==> config.mk <==
export PLATFORM = sky130hd
export DESIGN_NAME = vector_output_serializer
export DESIGN_NICKNAME = d
export VERILOG_FILES = /design/src/rtl/vec_out_pkg.sv /design/src/rtl/vec_out_fifo.sv /design/src/rtl/vector_output_serializer.sv
export SDC_FILE = /design/constraint.sdc
export NUM_CORES = 1
export LEC_CHECK = 0
export ABC_AREA = 1
export CAP_MARGIN = 30
export CORE_MARGIN = 3
export CORE_UTILIZATION = 30
export CTS_BUF_LIST = sky130_fd_sc_hd__clkbuf_8
export DETAILED_ROUTE_END_ITERATION = 10
export MAX_ROUTING_LAYER = met4
export PLACE_DENSITY_LB_ADDON = 0.05
export SYNTH_ARGS = -nofsm -noshare
export SYNTH_HDL_FRONTEND = slang
export SYNTH_HIERARCHICAL = 1
export SYNTH_SLANG_ARGS = --single-unit
==> constraint.sdc <==
create_clock -name clock -period 4.14 [get_ports clock]
set_input_delay 0.414 -clock clock [delete_from_list [all_inputs] [get_ports clock]]
set_output_delay 0.414 -clock clock [all_outputs]
set_load 0.01 [all_outputs]
**Run 1: clock distribution**

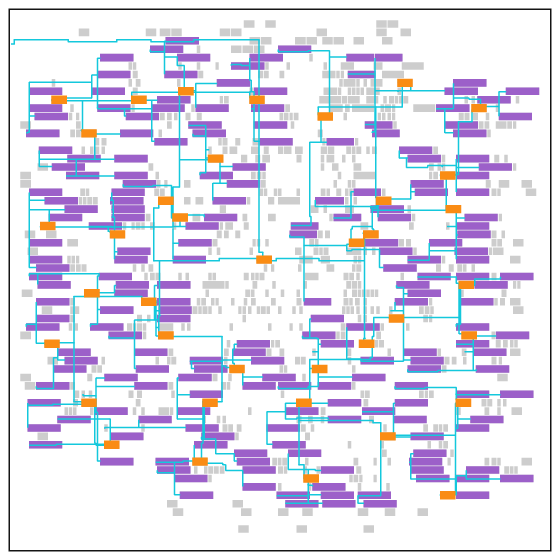
- orange: clock drivers (count 38)
- purple: flip-flops (count 204)
- cyan: clock wires (length 2930 um)
- flops lie: widely spread
clk_lat worst skew: 0.51 ns
proportion of power drawn by the clock network: 23.4%

**Run 1: drive-strength map**

Scale bar: 50 um.
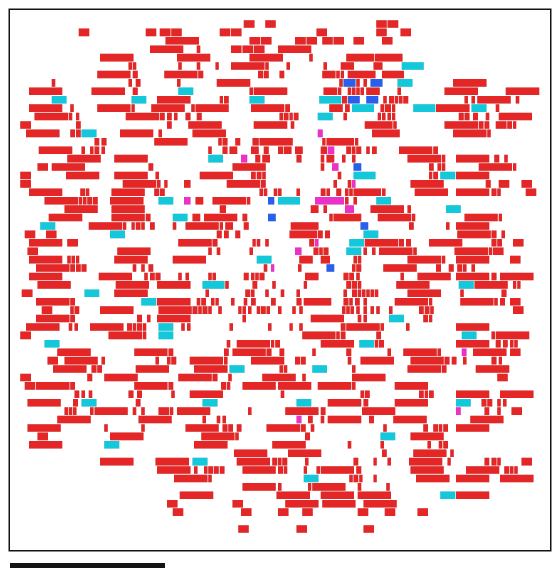
- magenta: _2 cells (cells 14; share 1.7%)
- red: _0 and _1 cells (cells 759; share 92%)
- cyan: _6 and larger (cells 47; share 5.7%)
- blue: _3 and _4 cells (cells 9; share 1.1%)
cell area after layout: 10200 um^2
Final Worst Setup Slack: 0.597 ns
number of non-clock buffers: 75
relative area change from synthesis to final layout: 20.2%

**Run 1: placed cells, one colour a class**

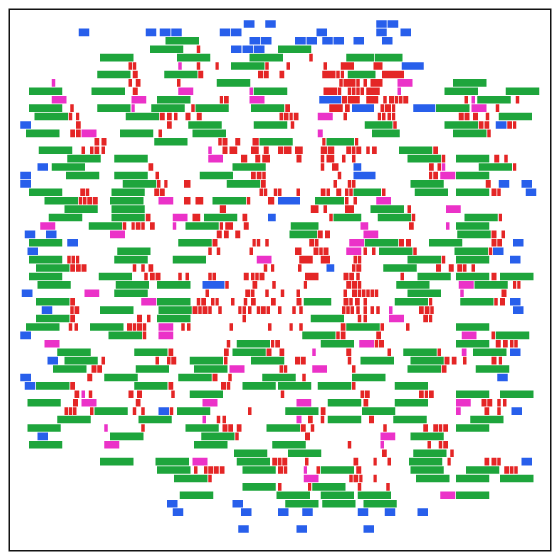
- green: sequential cells (cells 204; share of their area 62%)
- blue: remaining buffers and delay cells (cells 75; share of their area 8.3%)
- red: combinational and other logic (cells 487; share of their area 23%)
- magenta: clock drivers and dummy loads (cells 63; share of their area 6.6%)
standard-cell rows: 61
sequential share of cell area: 59.2%
end-of-flow core utilization: 36.8%
area of the core: 27900 um^2

**Run 1: sequential cells grouped by signal name**

Scale bar: 50 um. Other sequential cells in the stronger grey, the rest of the logic in the fainter grey.
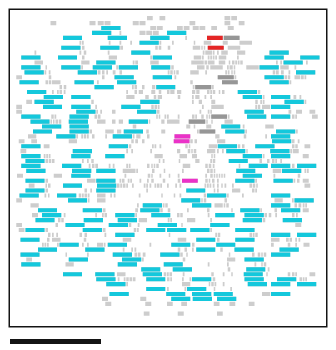
- cyan: u_fifo/r_mem (flops 192; where widely spread)
- magenta: r_laneIdx (flops 3)
- red: u_fifo/r_wrPtr (flops 2)
- not coloured: 7
power in sequential cells: 0.00287 W
storage element area: 6070 um^2

==> notes.md <==
Implementation status.

- The flow ran to the end, and the final reports show no timing, DRC or antenna violations.
- The ratio of final minimum period to clock period is 85.6%.
- The wire-length estimate of the detail-placed layout is 12300 um.
- The total grt overflow is 0.
- The area of the die is 30500 um^2.
- Detailed routing inserted a total of 5497 vias.
- The highest achievable clock rate is 0.282 GHz.
- The clock tree from TritonCTS is built.
- The most numerous logic cell after layout is sky130_fd_sc_hd__edfxtp_1.
- Measured along the x axis, the die boundary spans 175 um.
- Once detail routing completed, the nets flagged for antenna violations numbered 0.
- Per the breakdown, switching nets consume 37.1% of all power.
- The DRC violation count after routing is 0.
- The clock H-tree reported by CTS has 2 levels.
- In this run the number of cells on the critical path is 11.
- According to the Yosys statistics, the synthesized design has a chip area of 8520 um^2.
- Setup repair after global routing left no endpoint under its margin.
- For the final database, setup skew stands at 0.0172 ns.
- The mean instance size in the synthesized netlist is 11.7 um^2.
- The cell at the root of the clock tree is sky130_fd_sc_hd__clkbuf_8.
- The worst setup path is launched from a flop.
- The static leakage is 3.71 nW.
- The final sum of negative setup slack is 0 ns.
- The clock period minus worst slack is 3.54 ns.
- The layout cell share with drive strength beyond 1 is 8.44%.
- The distinct cell type count after synthesis is 30.
- Per STA, the library cell used most along the worst path is sky130_fd_sc_hd__nand2_1.
- The number of enable-type register cells in the synthesized netlist is 192.
- In the log, the iteration count for the first detailed-route pass is 4.
- The script logs the ratio of routed vias to standard cells as 4.55.
- In this run, the combinational gates consume 36.3% of the power.
- Synthesis inferred 204 register bits.
- For this run, the register share of the synthesized area comes to 71.2%.
- The share of the synthesized area in the top cell type is 67.7%.
- The registers of the reported paths see a clock transition of 0.06 ns.
- The tightest hold path in the finished design has a slack of 0.303 ns.
- By instance count, the leading cell after synthesis is sky130_fd_sc_hd__edfxtp_1.
- The number of global-route vias before repair is 5540.
- The timing report gives the worst reg2reg path a setup slack of 1.01 ns.
- Per the summary, power density relative to cell area is 696 nW/um^2.
- The number of nets in the synthesized netlist is 787.
- The combinational gate area is 2030 um^2.
- The number of antenna violations at the first check in global routing was 0.
- The detailed router's first-iteration violation count is 315.
- The slew of the pin with the lowest slew margin is 0.630 ns.
- By count the netlist is led by sky130_fd_sc_hd__edfxtp_1, sky130_fd_sc_hd__nor2_1, sky130_fd_sc_hd__o21ai_1.
- For this run, the post-layout net count is 866.
- Entering global routing, the biggest net connects 99 pins.
- The worst path required time is 3.73 ns.
- The post-detailed-routing wire length is 21100 um.
- The kind of cell with the highest combined delay along the critical path is buffers and inverters.
- Yosys stat counts 727 cells in the synthesized netlist.
- The buffering stage count on the worst path with inverters included is 4.
- Internal power comes to 0.00449 W.
- The first global-routing pass estimated 32300 um of wire.
- The analysis attributes to net switching a power of 0.00264 W.
- The top cell types in the final layout, fill and taps aside, are sky130_fd_sc_hd__edfxtp_1, sky130_fd_sc_hd__nor2_1, sky130_fd_sc_hd__o21ai_1, sky130_fd_sc_hd__nand2_1, sky130_fd_sc_hd__clkdlybuf4s50_1.
- Before placement the cells fill 30.6% of the core.
- The number of instances resized during post-cts repair is 0.
- The die span in y is 175 um.
- The final weighted congestion of routability-driven global placement is 0.760.
- The count of final max-slew check failures is 0.
- The number of filler cells placed in the layout is 2743.
- The dominant non-sequential cell family after synthesis is simple AND/OR/NAND/NOR gates.
- The count of endpoints failing hold in the final timing report is 0.
- Of all nets on the critical path, the largest fanout is 52.
- The I/O pin count is 66.
- The delay contributed by the slowest stage of the critical path is 0.59 ns.
- The number of OpenROAD warnings is 30.
- The worst register-to-register path has a depth of 14.
- The synthesis report lists the most area-consuming cells as sky130_fd_sc_hd__edfxtp_1, sky130_fd_sc_hd__nor2_1, sky130_fd_sc_hd__o21ai_1.
- In this run the maximum-capacitance check reported violations numbering 0.
- STA puts the critical path data arrival time at 3.13 ns.
- The number of diodes is 0.
- The number of synthesis warnings is 6.
- The cell-mix breakdown from Yosys lists the compound-gate area share as 10.1%.
- The number of buffers added to fix hold violations after cts is 0.
- The wire length per cell after detailed routing is 17.5 um.
- Per STA, the worst path is made up of inv_4, buf_12, o21ai_0, o21ai_1, inv_1, nand2_1, nand3_1, nand2_1, nand2_1, a21oi_1, clkdlybuf4s50_1.
- After technology mapping, the gate count stands at 727.
- The clock passes through at most 3 buffers.
- Looking at the setup timing report, the critical path kind is reg2out.
- The mux share of post-synthesis cell area is 0%.
- For this run, the final setup violation count is recorded as 0.
- Of the total synthesized cell area, the portion taken by AND, OR, NAND and NOR gates is 12.0%.
- Note that the worst hold path type here is in2async.
- The adder-cell area share of the yosys netlist is 1.26%.
- Looking at the power breakdown, sequential logic takes 40.3% of the total.
- The synthesis report names the predominant flop master as sky130_fd_sc_hd__edfxtp_1.
- The async set or reset register ratio after synthesis is 5.88%.
- The buffers inserted during post-CTS setup optimization is 0.
- The slew check shows that the tightest pin keeps a relative margin of 57.9%.
- STA classifies the critical path endpoint as an output pin.
- After synthesis the cells add up to 8520 um^2.
- Looking at the VDD voltage map, the peak drop is 0.000263 V.
- The largest individual stage delay along the critical path comes from the cell sky130_fd_sc_hd__clkdlybuf4s50_1.
-- run 1: kinds of logic (layout without fill, tap and decap cells) --
group / count (synthesis) / after routing
adders and majority gates: 8 / 8
buffers and inverters: 91 / 193
xor gates and xnor gates: 2 / 2
DFF: 204 / 204
and+or+nand+nor: 256 / 256
AOI/OAI and AO/OA: 166 / 166
-- run 1: cell type report --
class                   instances  area share (%)
clock buffers                  40            5.38
clock inverters                23           0.928
inverters                      55            2.04
multi-input cells             432            19.9
flip-flops and latches        204            59.2
well taps                     378            4.62
repair buffers                 75            7.94
-- run 1: metal layers --
layer,up-vias,part of all wire [%],track usage (%)
li1,2685,-,-
met1,2675,47,18.5
met2,105,48,23.0
met3,32,3.5,2.66
met4,0,1.8,4.09
met5,-,0,-
-- run 1: metrics by stage --
| step | setup WS (ns) | util (%) | instance area, um^2 | instances | power (W) |
|---|---|---|---|---|---|
| 3_5_place_dp | 1.05 | 34.4 | 9600 | 1144 | 0.00558 |
| 2_1_floorplan | 0.440 | - | 8520 | 727 | 0.00455 |
| 6_report | 0.597 | 36.8 | 10200 | 1207 | 0.00713 |
| 3_3_place_gp | 1.07 | 34.4 | 9600 | 1144 | 0.00558 |
| 4_1_cts | 0.512 | 36.8 | 10200 | 1207 | 0.00731 |
| 5_1_grt | 0.363 | 36.8 | 10200 | 1207 | 0.00768 |
-- run 1: power groups by stage --
stage               Clock, W  Sequential (W)  Combinational, W
CTS                  0.00175         0.00287           0.00268
finish               0.00167         0.00287           0.00259
global placement           0         0.00291           0.00267
global route         0.00185         0.00291           0.00292
detailed placement         0         0.00291           0.00267
floorplan                  0         0.00289           0.00166
Power is estimated from default activity; no workload was simulated.
